### Routed metal, one colour a layer, run 1

The bar under the picture is 50 um long. Only two layers are drawn.
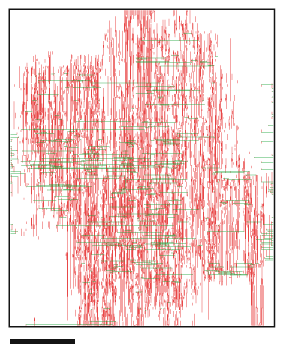
### Placed cells, one colour a class, run 1

Fill, decap, tap and diode cells in grey.
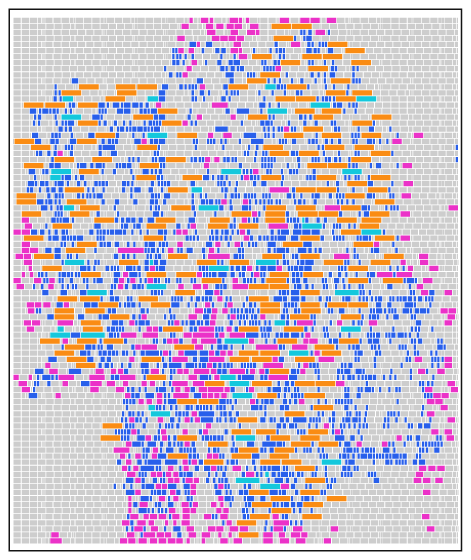
### Clock nets, run 1

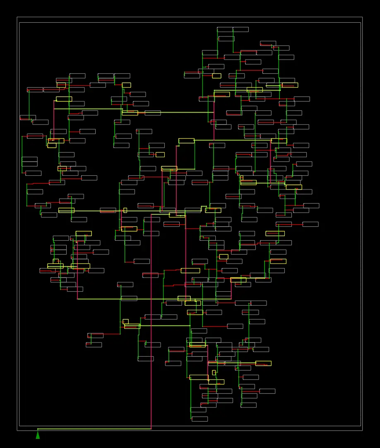
--- config.mk ---
export PLATFORM = sky130hd
export DESIGN_NAME = trap_ctrl
export DESIGN_NICKNAME = d
export VERILOG_FILES = /design/src/rtl/pipe_pkg.sv /design/src/rtl/csr_regs.sv /design/src/rtl/trap_ctrl.sv
export SDC_FILE = /design/constraint.sdc
export NUM_CORES = 1
export LEC_CHECK = 0
export ABC_AREA = 1
export CORE_ASPECT_RATIO = 1.2
export CORE_UTILIZATION = 30
export CTS_CLUSTER_DIAMETER = 150
export DETAILED_ROUTE_END_ITERATION = 12
export HOLD_SLACK_MARGIN = 0.15
export SYNTH_ARGS = -nofsm -noshare
export SYNTH_HDL_FRONTEND = slang
export SYNTH_SLANG_ARGS = --single-unit
--- constraint.sdc ---
create_clock -name clk -period 3.2 [get_ports clk]
set_clock_uncertainty 0.1 [all_clocks]
set_input_delay 0.8 -clock clk [delete_from_list [all_inputs] [get_ports clk]]
set_output_delay 0.8 -clock clk [all_outputs]
set_load 0.01 [all_outputs]
--- src/rtl/pipe_pkg.sv ---
// Shared definitions for the commit-point trap unit: CSR map, cause codes,
// error encodings, SYSTEM instruction encodings and the trap sequencer states.
package pipe_pkg;

    localparam logic [11:0] CSR_MSTATUS  = 12'h300;
    localparam logic [11:0] CSR_MIE      = 12'h304;
    localparam logic [11:0] CSR_MTVEC    = 12'h305;
    localparam logic [11:0] CSR_MSCRATCH = 12'h340;
    localparam logic [11:0] CSR_MEPC     = 12'h341;
    localparam logic [11:0] CSR_MCAUSE   = 12'h342;
    localparam logic [11:0] CSR_MIP      = 12'h344;
    localparam logic [11:0] CSR_MCYCLE   = 12'hB00;
    localparam logic [11:0] CSR_MCYCLEH  = 12'hB80;

    localparam logic [6:0]  OPC_SYSTEM   = 7'h73;
    localparam logic [31:0] INSN_ECALL   = 32'h0000_0073;
    localparam logic [31:0] INSN_EBREAK  = 32'h0010_0073;
    localparam logic [31:0] INSN_MRET    = 32'h3020_0073;

    localparam logic [3:0]  ERR_NONE      = 4'd0;
    localparam logic [3:0]  ERR_ILLEGAL   = 4'd1;
    localparam logic [3:0]  ERR_FETCH_MIS = 4'd2;
    localparam logic [3:0]  ERR_LOAD_MIS  = 4'd3;
    localparam logic [3:0]  ERR_STORE_MIS = 4'd4;

    localparam logic [31:0] CAUSE_FETCH_MIS  = 32'd0;
    localparam logic [31:0] CAUSE_ILLEGAL    = 32'd2;
    localparam logic [31:0] CAUSE_BREAKPOINT = 32'd3;
    localparam logic [31:0] CAUSE_LOAD_MIS   = 32'd4;
    localparam logic [31:0] CAUSE_STORE_MIS  = 32'd6;
    localparam logic [31:0] CAUSE_ECALL_M    = 32'd11;
    localparam logic [31:0] CAUSE_MTI        = 32'h8000_0007;
    localparam logic [31:0] CAUSE_MEI        = 32'h8000_000B;

    typedef enum logic [1:0] {
        CSR_OP_NONE = 2'd0,
        CSR_OP_RW   = 2'd1,
        CSR_OP_RS   = 2'd2,
        CSR_OP_RC   = 2'd3
    } csr_op_e;

    typedef enum logic [1:0] {
        TRAP_IDLE     = 2'd0,
        TRAP_FLUSH    = 2'd1,
        TRAP_REDIRECT = 2'd2
    } trap_state_e;

    // Unlisted error codes are reported as illegal instruction.
    function automatic logic [31:0] error_cause(input logic [3:0] err);
        case (err)
            ERR_FETCH_MIS: return CAUSE_FETCH_MIS;
            ERR_LOAD_MIS:  return CAUSE_LOAD_MIS;
            ERR_STORE_MIS: return CAUSE_STORE_MIS;
            default:       return CAUSE_ILLEGAL;
        endcase
    endfunction

endpackage

--- src/rtl/csr_regs.sv ---
// Machine-mode CSR storage: read mux, RW/RS/RC write path, trap/MRET state
// updates and the free-running 64-bit cycle counter.
module csr_regs
    import pipe_pkg::*;
#(
    parameter logic [31:0] RESET_MTVEC = 32'h0000_1000
) (
    input  logic        clk,
    input  logic        rstn,
    input  logic [11:0] csr_addr,
    input  logic [1:0]  csr_op,
    input  logic [31:0] csr_src,
    input  logic        csr_we,
    input  logic        trap_take,
    input  logic [31:0] trap_epc,
    input  logic [31:0] trap_cause,
    input  logic        mret_take,
    input  logic        ext_irq,
    input  logic        timer_irq,
    output logic [31:0] read_data,
    output logic [31:0] mtvec,
    output logic [31:0] mepc,
    output logic        mstatus_mie,
    output logic [1:0]  irq_active
);

    logic        mie_bit_reg;
    logic        mpie_bit_reg;
    logic        meie_reg;
    logic        mtie_reg;
    logic [31:0] mtvec_reg;
    logic [31:0] mscratch_reg;
    logic [31:0] mepc_reg;
    logic [31:0] mcause_reg;
    logic [63:0] mcycle_reg;

    logic [31:0] mstatus_val;
    logic [31:0] mie_val;
    logic [31:0] mip_val;
    logic [31:0] write_val;

    assign mstatus_val = {24'd0, mpie_bit_reg, 3'd0, mie_bit_reg, 3'd0};
    assign mie_val     = {20'd0, meie_reg, 3'd0, mtie_reg, 7'd0};
    assign mip_val     = {20'd0, ext_irq, 3'd0, timer_irq, 7'd0};

    always_comb begin
        read_data = 32'd0;
        case (csr_addr)
            CSR_MSTATUS:  read_data = mstatus_val;
            CSR_MIE:      read_data = mie_val;
            CSR_MTVEC:    read_data = mtvec_reg;
            CSR_MSCRATCH: read_data = mscratch_reg;
            CSR_MEPC:     read_data = mepc_reg;
            CSR_MCAUSE:   read_data = mcause_reg;
            CSR_MIP:      read_data = mip_val;
            CSR_MCYCLE:   read_data = mcycle_reg[31:0];
            CSR_MCYCLEH:  read_data = mcycle_reg[63:32];
            default:      read_data = 32'd0;
        endcase
    end

    always_comb begin
        write_val = read_data;
        case (csr_op)
            CSR_OP_RW: write_val = csr_src;
            CSR_OP_RS: write_val = read_data | csr_src;
            CSR_OP_RC: write_val = read_data & ~csr_src;
            default:   write_val = read_data;
        endcase
    end

    // Trap entry, MRET and CSR writes are mutually exclusive by construction in the top.
    always_ff @(posedge clk or negedge rstn) begin
        if (!rstn) begin
            mie_bit_reg  <= 1'b0;
            mpie_bit_reg <= 1'b0;
            meie_reg     <= 1'b0;
            mtie_reg     <= 1'b0;
            mtvec_reg    <= {RESET_MTVEC[31:2], 2'b00};
            mscratch_reg <= 32'd0;
            mepc_reg     <= 32'd0;
            mcause_reg   <= 32'd0;
        end else if (trap_take) begin
            mepc_reg     <= {trap_epc[31:2], 2'b00};
            mcause_reg   <= trap_cause;
            mpie_bit_reg <= mie_bit_reg;
            mie_bit_reg  <= 1'b0;
        end else if (mret_take) begin
            mie_bit_reg  <= mpie_bit_reg;
            mpie_bit_reg <= 1'b1;
        end else if (csr_we) begin
            case (csr_addr)
                CSR_MSTATUS: begin
                    mie_bit_reg  <= write_val[3];
                    mpie_bit_reg <= write_val[7];
                end
                CSR_MIE: begin
                    mtie_reg <= write_val[7];
                    meie_reg <= write_val[11];
                end
                CSR_MTVEC:    mtvec_reg    <= {write_val[31:2], 2'b00};
                CSR_MSCRATCH: mscratch_reg <= write_val;
                CSR_MEPC:     mepc_reg     <= {write_val[31:2], 2'b00};
                CSR_MCAUSE:   mcause_reg   <= write_val;
                default: ;
            endcase
        end
    end

    always_ff @(posedge clk or negedge rstn) begin
        if (!rstn) begin
            mcycle_reg <= 64'd0;
        end else begin
            mcycle_reg <= mcycle_reg + 64'd1;
        end
    end

    assign mtvec       = mtvec_reg;
    assign mepc        = mepc_reg;
    assign mstatus_mie = mie_bit_reg;
    assign irq_active  = {meie_reg & ext_irq, mtie_reg & timer_irq};

endmodule

--- src/rtl/trap_ctrl.sv ---
// Commit-point trap controller: decodes WB events by priority and runs the
// two-cycle flush-then-redirect sequence towards the pipeline control unit.
module trap_ctrl
    import pipe_pkg::*;
#(
    parameter logic [31:0] RESET_MTVEC = 32'h0000_1000,
    parameter int          XLEN        = 32
) (
    input  logic            clk,
    input  logic            rstn,
    input  logic            wb_valid,
    input  logic [XLEN-1:0] wb_is,
    input  logic [XLEN-1:0] wb_pc,
    input  logic [3:0]      error,
    input  logic [XLEN-1:0] csr_rs1,
    input  logic            ext_irq,
    input  logic            timer_irq,
    output logic [XLEN-1:0] csr_rdata,
    output logic            flush_all,
    output logic            redirect_en,
    output logic [XLEN-1:0] redirect_pc,
    output logic            busy
);

    trap_state_e state_reg;
    trap_state_e state_next;
    logic [31:0] target_reg;

    logic        live;
    logic        is_csr;
    logic        csr_write_req;
    logic        take_err;
    logic        take_sys;
    logic        take_mret;
    logic        take_irq;
    logic        trap_take;
    logic        csr_we;
    logic [31:0] trap_cause;
    logic [31:0] trap_epc;
    logic [31:0] read_data;
    logic [31:0] mtvec;
    logic [31:0] mepc;
    logic        mstatus_mie;
    logic [1:0]  irq_active;

    // Only a real instruction in WB while idle can raise an event.
    assign live          = (state_reg == TRAP_IDLE) && wb_valid;
    assign is_csr        = (wb_is[6:0] == OPC_SYSTEM) && (wb_is[14:12] != 3'd0);
    assign csr_write_req = is_csr && ((wb_is[13:12] == CSR_OP_RW) ||
                                      ((wb_is[13:12] != CSR_OP_NONE) && (csr_rs1 != 32'd0)));

    assign take_err  = live && (error != ERR_NONE);
    assign take_sys  = live && !take_err && ((wb_is == INSN_ECALL) || (wb_is == INSN_EBREAK));
    assign take_mret = live && !take_err && (wb_is == INSN_MRET);
    assign take_irq  = live && !take_err && !take_sys && !take_mret &&
                       mstatus_mie && (irq_active != 2'b00) && !csr_write_req;
    assign trap_take = take_err || take_sys || take_irq;
    assign csr_we    = live && csr_write_req && !take_err;
    assign trap_epc  = take_irq ? (wb_pc + 32'd4) : wb_pc;

    always_comb begin
        trap_cause = CAUSE_ILLEGAL;
        if (take_err) begin
            trap_cause = error_cause(error);
        end else if (take_sys) begin
            trap_cause = (wb_is == INSN_ECALL) ? CAUSE_ECALL_M : CAUSE_BREAKPOINT;
        end else if (irq_active[1]) begin
            trap_cause = CAUSE_MEI;
        end else begin
            trap_cause = CAUSE_MTI;
        end
    end

    csr_regs #(
        .RESET_MTVEC (RESET_MTVEC)
    ) u_csr_regs (
        .clk         (clk),
        .rstn        (rstn),
        .csr_addr    (wb_is[31:20]),
        .csr_op      (wb_is[13:12]),
        .csr_src     (csr_rs1),
        .csr_we      (csr_we),
        .trap_take   (trap_take),
        .trap_epc    (trap_epc),
        .trap_cause  (trap_cause),
        .mret_take   (take_mret),
        .ext_irq     (ext_irq),
        .timer_irq   (timer_irq),
        .read_data   (read_data),
        .mtvec       (mtvec),
        .mepc        (mepc),
        .mstatus_mie (mstatus_mie),
        .irq_active  (irq_active)
    );

    always_ff @(posedge clk or negedge rstn) begin
        if (!rstn) begin
            state_reg <= TRAP_IDLE;
        end else begin
            state_reg <= state_next;
        end
    end

    // The target is latched at detect time, before MRET or trap entry touch mepc.
    always_ff @(posedge clk or negedge rstn) begin
        if (!rstn) begin
            target_reg <= 32'd0;
        end else if (trap_take || take_mret) begin
            target_reg <= take_mret ? mepc : mtvec;
        end
    end

    always_comb begin
        state_next = state_reg;
        case (state_reg)
            TRAP_IDLE:     if (trap_take || take_mret) state_next = TRAP_FLUSH;
            TRAP_FLUSH:    state_next = TRAP_REDIRECT;
            TRAP_REDIRECT: state_next = TRAP_IDLE;
            default:       state_next = TRAP_IDLE;
        endcase
    end

    always_comb begin
        flush_all   = (state_reg != TRAP_IDLE);
        busy        = (state_reg != TRAP_IDLE);
        redirect_en = (state_reg == TRAP_REDIRECT);
        redirect_pc = (state_reg == TRAP_REDIRECT) ? target_reg : 32'd0;
        csr_rdata   = (live && is_csr) ? read_data : 32'd0;
    end

endmodule

==> notes.md, run 1 <==
The run has ended; figures from its reports follow.

The flow ran to the end, but the final reports show violations. The checks that failed: setup timing. The TritonCTS sink count is 224.

After detailed routing, the number of vias per cell comes to 5.05. The register with the most flip-flops in the layout has 64 of them. The worst-case vdd ir drop is 384 uV. The chip height is 243 um. The chip width came out at 203 um. The count of antenna-violating nets left after detailed routing is 0. The endpoint identified for the worst register-to-register timing path is u_csr_regs.mcycle_reg[62]. The logic depth of the worst setup path including buffers came out at 13. The TritonCTS clock tree is built.

The tightest hold margin is 338 ps. The combinational gate area is 0.00844 sq mm. The final max-slew violation count recorded for this run is 0. The worst-case clock buffer depth is 3. STA shows the worst min-delay path finishing at state_reg[1]. The sum of routed wire segments on met1 is 25.4 mm. After synthesis, the design contains 2222 cells according to Yosys.

The transition time at the pin with the least slew margin came out at 789 ps. The setup slack at placement is -1100 ps. Walking the worst path, the cells encountered are buf_6 > nor2_4 > nand2_4 > buf_12 > nor2_4 > buf_6 > nand2_8 > clkinvlp_4 > nand2_2 > nand2_2 > nor2_4 > a21oi_2 > buf_2.

The maximum level of the CTS H-tree came out at 1. The non-clock inverters instantiated in the layout total 226. The met3 routing resource usage after global routing is 2.93%. The global-route wire length before repair is 94.5 mm. The antenna diode count came out at 0. The wire length on met3 is 4.05 mm.

The number of filler instances in the final layout is 4793. Summed over all layers, the global routing overflow is 0. Summed over all nets, the half-perimeter wirelength after detailed placement is 46.7 mm.

The timing report shows the most common cell along the critical path to be sky130_fd_sc_hd__nor2_4. Of the available clock period, the critical path in the final layout requires 103%. For reference, the final report shows the hold violation count at 0. The fraction of synthesized cell area in xor and xnor cells came out at 4.48%. For reference, the post-synthesis area per instance comes to 6.51 sq um. Entering global routing, the biggest net connects 71 pins. The top layer reached by signal wires is met4. The mapped cell area came out at 0.0145 sq mm. The worst setup path is launched from an input pin. The reg2reg setup slack came out at 460 ps. The share of total power dissipated in the clock network is 40.7%. The total of max-cap violations came out at 0.

The count of buffers added on input and output ports is 167. The most common cell in the synthesized netlist is sky130_fd_sc_hd__nand2_1. Per STA, the endpoint of the critical path is csr_rdata[26]. The clock insertion delay at the later pin of the skew report is 570 ps. The via count of the first global-routing pass came out at 16000. The total track usage came out at 25.0%. The number of multi-input combinational cells in the layout is 1682. The met2 routed wirelength came out at 30.5 mm. Per the final layout report, the fraction of cells sized above drive strength 1 comes to 21.5%.

The final design utilization is 43.6%. Setup repair after global routing could not meet its margin everywhere. Per the synth stats, the flop cell with the highest instance count is sky130_fd_sc_hd__dfrtp_1.

The final weighted congestion recorded by global placement is 0.946. The synthesized-area fraction occupied by adder cells is 0.173%. Sequential cells were found to cover 38.7% of the synthesized design area.

The required arrival time at the worst endpoint is 2300 ps. The final report lists the setup-violating endpoint count as 13. The setup slack after layout came out at -82.6 ps. The count of non-filler cells in the finished layout came out at 3201. The cell resize tally after clock tree synthesis came out at 375. The routed length per instance is 19.8 um.

Of the total power, the share spent switching nets is 29.5%. The number of placed instances with taps included is 3120. The reported combinational group power came out at 1.37 mW. The launch point of the worst register-to-register path is recorded as u_csr_regs.mcycle_reg[0]. The leakage component of the power came out at 10.5 nW.

The global-route met1 utilization is 31.3%. The share of the core area taken by cells at floorplan is 30.6%. The origin of the worst setup path is wb_is[25].

In the routed design, unresolved DRC markers number 0. Broken down by cell family, the worst path's largest delay share belongs to buffers and inverters. The number of signal-net buffers in the layout is 404.

For the finished layout, the period the worst path requires is 3280 ps. The global-route met2 utilization came out at 42.7%. The placed standard-cell area is 0.0183 sq mm.
Notes on 'Routed metal, one colour a layer' above:
- M2: red (wire length 30.5 mm)
- M3: green (wire length 4050 um)

Notes on 'Placed cells, one colour a class' above:
- sequential cells: orange (cells 224)
- remaining logic cells: blue (cells 1908)
- clock drivers and dummy loads: cyan (cells 42)
- remaining buffers and delay cells: magenta (cells 404)

Notes on 'Clock nets' above:
number of sequential storage elements: 224
CLK BUF: 33
number of buffers added by the clock tree synthesis step: 25

==> run 2: changes to the inputs <==
--- a/config.mk
+++ b/config.mk
@@ -6,10 +6,12 @@
 export NUM_CORES = 1
 export LEC_CHECK = 0
 export ABC_AREA = 1
+export CAP_MARGIN = 0
 export CORE_ASPECT_RATIO = 1.2
 export CORE_UTILIZATION = 30
 export CTS_CLUSTER_DIAMETER = 150
 export DETAILED_ROUTE_END_ITERATION = 12
+export DONT_BUFFER_PORTS = 1
 export HOLD_SLACK_MARGIN = 0.15
 export SYNTH_ARGS = -nofsm -noshare
 export SYNTH_HDL_FRONTEND = slang
### PDN straps and rails, run 2

The bar under the picture is 50 um long. Pins as bars on the die edge.
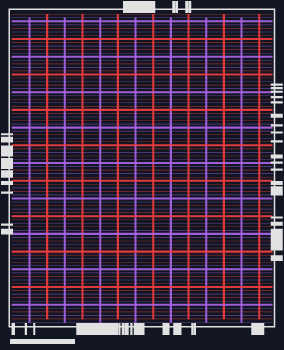
- VSS: purple
- VDD: red
- met5 straps: 17
- signal pins: 172
- rows: 87
- met1 rails: 88
- met4 straps: 14

==> notes.md, run 2 <==
The run has ended; figures from its reports follow.

The run finished, with violations left. The final reports fail on hold timing. The HPWL after detailed placement came out at 43.0 mm. The cell resize tally after clock tree synthesis is 30. According to the cell report, the number of logic gates is 1682. Each instance of the synthesized netlist takes up on average 6.51 sq um. The global-route met1 utilization came out at 28.4%.

The total setup violations reported at the end of the flow is 0. The via count of the first global-routing pass is 14300. The origin of the worst setup path is wb_is[24].

Per the OpenROAD floorplan log, the width of the die is 203 um. The report lists the cells along the critical path as nor2_4 > nand2_2 > buf_6 > nor2_4 > buf_6 > nand2_4 > clkinvlp_4 > nand2_1 > nand2_1 > nor2_1 > a21oi_2 > buf_4. The leakage component of the power is 8.62 nW. Looking at the reg2reg group, the worst path starts from state_reg[1]. The combinational gate area came out at 0.00779 sq mm. The kind of cell with the highest combined delay along the critical path is simple AND/OR/NAND/NOR gates. Looking at the cell usage after synthesis, the top flip-flop cell is sky130_fd_sc_hd__dfrtp_1. The global-route wire length before repair came out at 86.5 mm. In the finished design the tool counted flip-flops and latches totalling 224.

The endpoint identified for the worst register-to-register timing path is u_csr_regs.mcause_reg[22]. The initial cell density of the core came out at 30.6%. The count of final max-slew check failures came out at 0. The overall overflow remaining after global route came out at 0. On the final layout, the worst hold slack is -112 ps. The report counts max-capacitance violations totalling 0. The worst setup path is launched from an input pin. The sum of routed wire segments on met1 is 23.1 mm. Looking at the max-slew report, the worst-margin pin has a slew of 727 ps. The register with the most flip-flops in the layout has 64 of them.

The placed standard-cell area is 0.0161 sq mm. The setup slack after layout is 9.57 ps. The worst-case clock buffer depth is 3.

The mapped cell area came out at 0.0145 sq mm. Fill cells in the final layout number 5021. The number of placed instances with taps included came out at 2897. IR analysis of the VDD net gives a maximum drop of 355 uV.

The wire length on met3 is 3.92 mm. In the post-synthesis netlist, the cell with the most instances is sky130_fd_sc_hd__nand2_1. For this run, global-route usage on met2 was measured as 38.5%.

The non-clock inverter total of the final layout came out at 225. CTS built an H-tree with a depth of 1. The post-detailed-route DRC marker count came out at 0. The top layer reached by signal wires is met5.

The reg2reg setup slack is 490 ps. The antenna diode count came out at 1. Per the layout report, the design carries 153 non-clock buffers.

The final design utilization came out at 36.8%. The number of failing hold endpoints at the final stage came out at 223. The met3 routing resource usage after global routing is 4.20%. Global routing used 22.8% of the available tracks across all layers.

The required arrival time at the worst endpoint came out at 2300 ps. The part of the Yosys area used for sequential elements came out at 38.7%. The weighted congestion at the end of routability-driven global placement is 0.940.

Clock buffers in the final layout number 35. The number of port buffers came out at 0. The finished layout holds 2956 standard cells, fillers aside.
### Clock nets, run 2

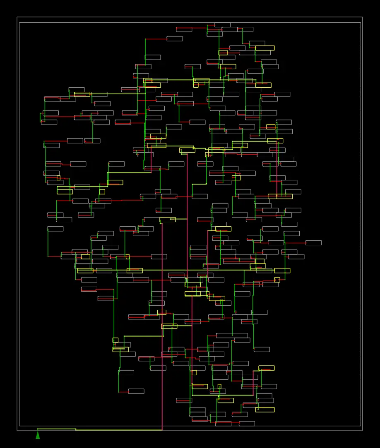
Latency at later pin: 550 ps
Clk power: 3.29 mW
total number of clock tree sinks: 224
number of buffers added by the clock tree synthesis step: 26

Power figures rest on the tool's default switching activity, not on a simulated workload.
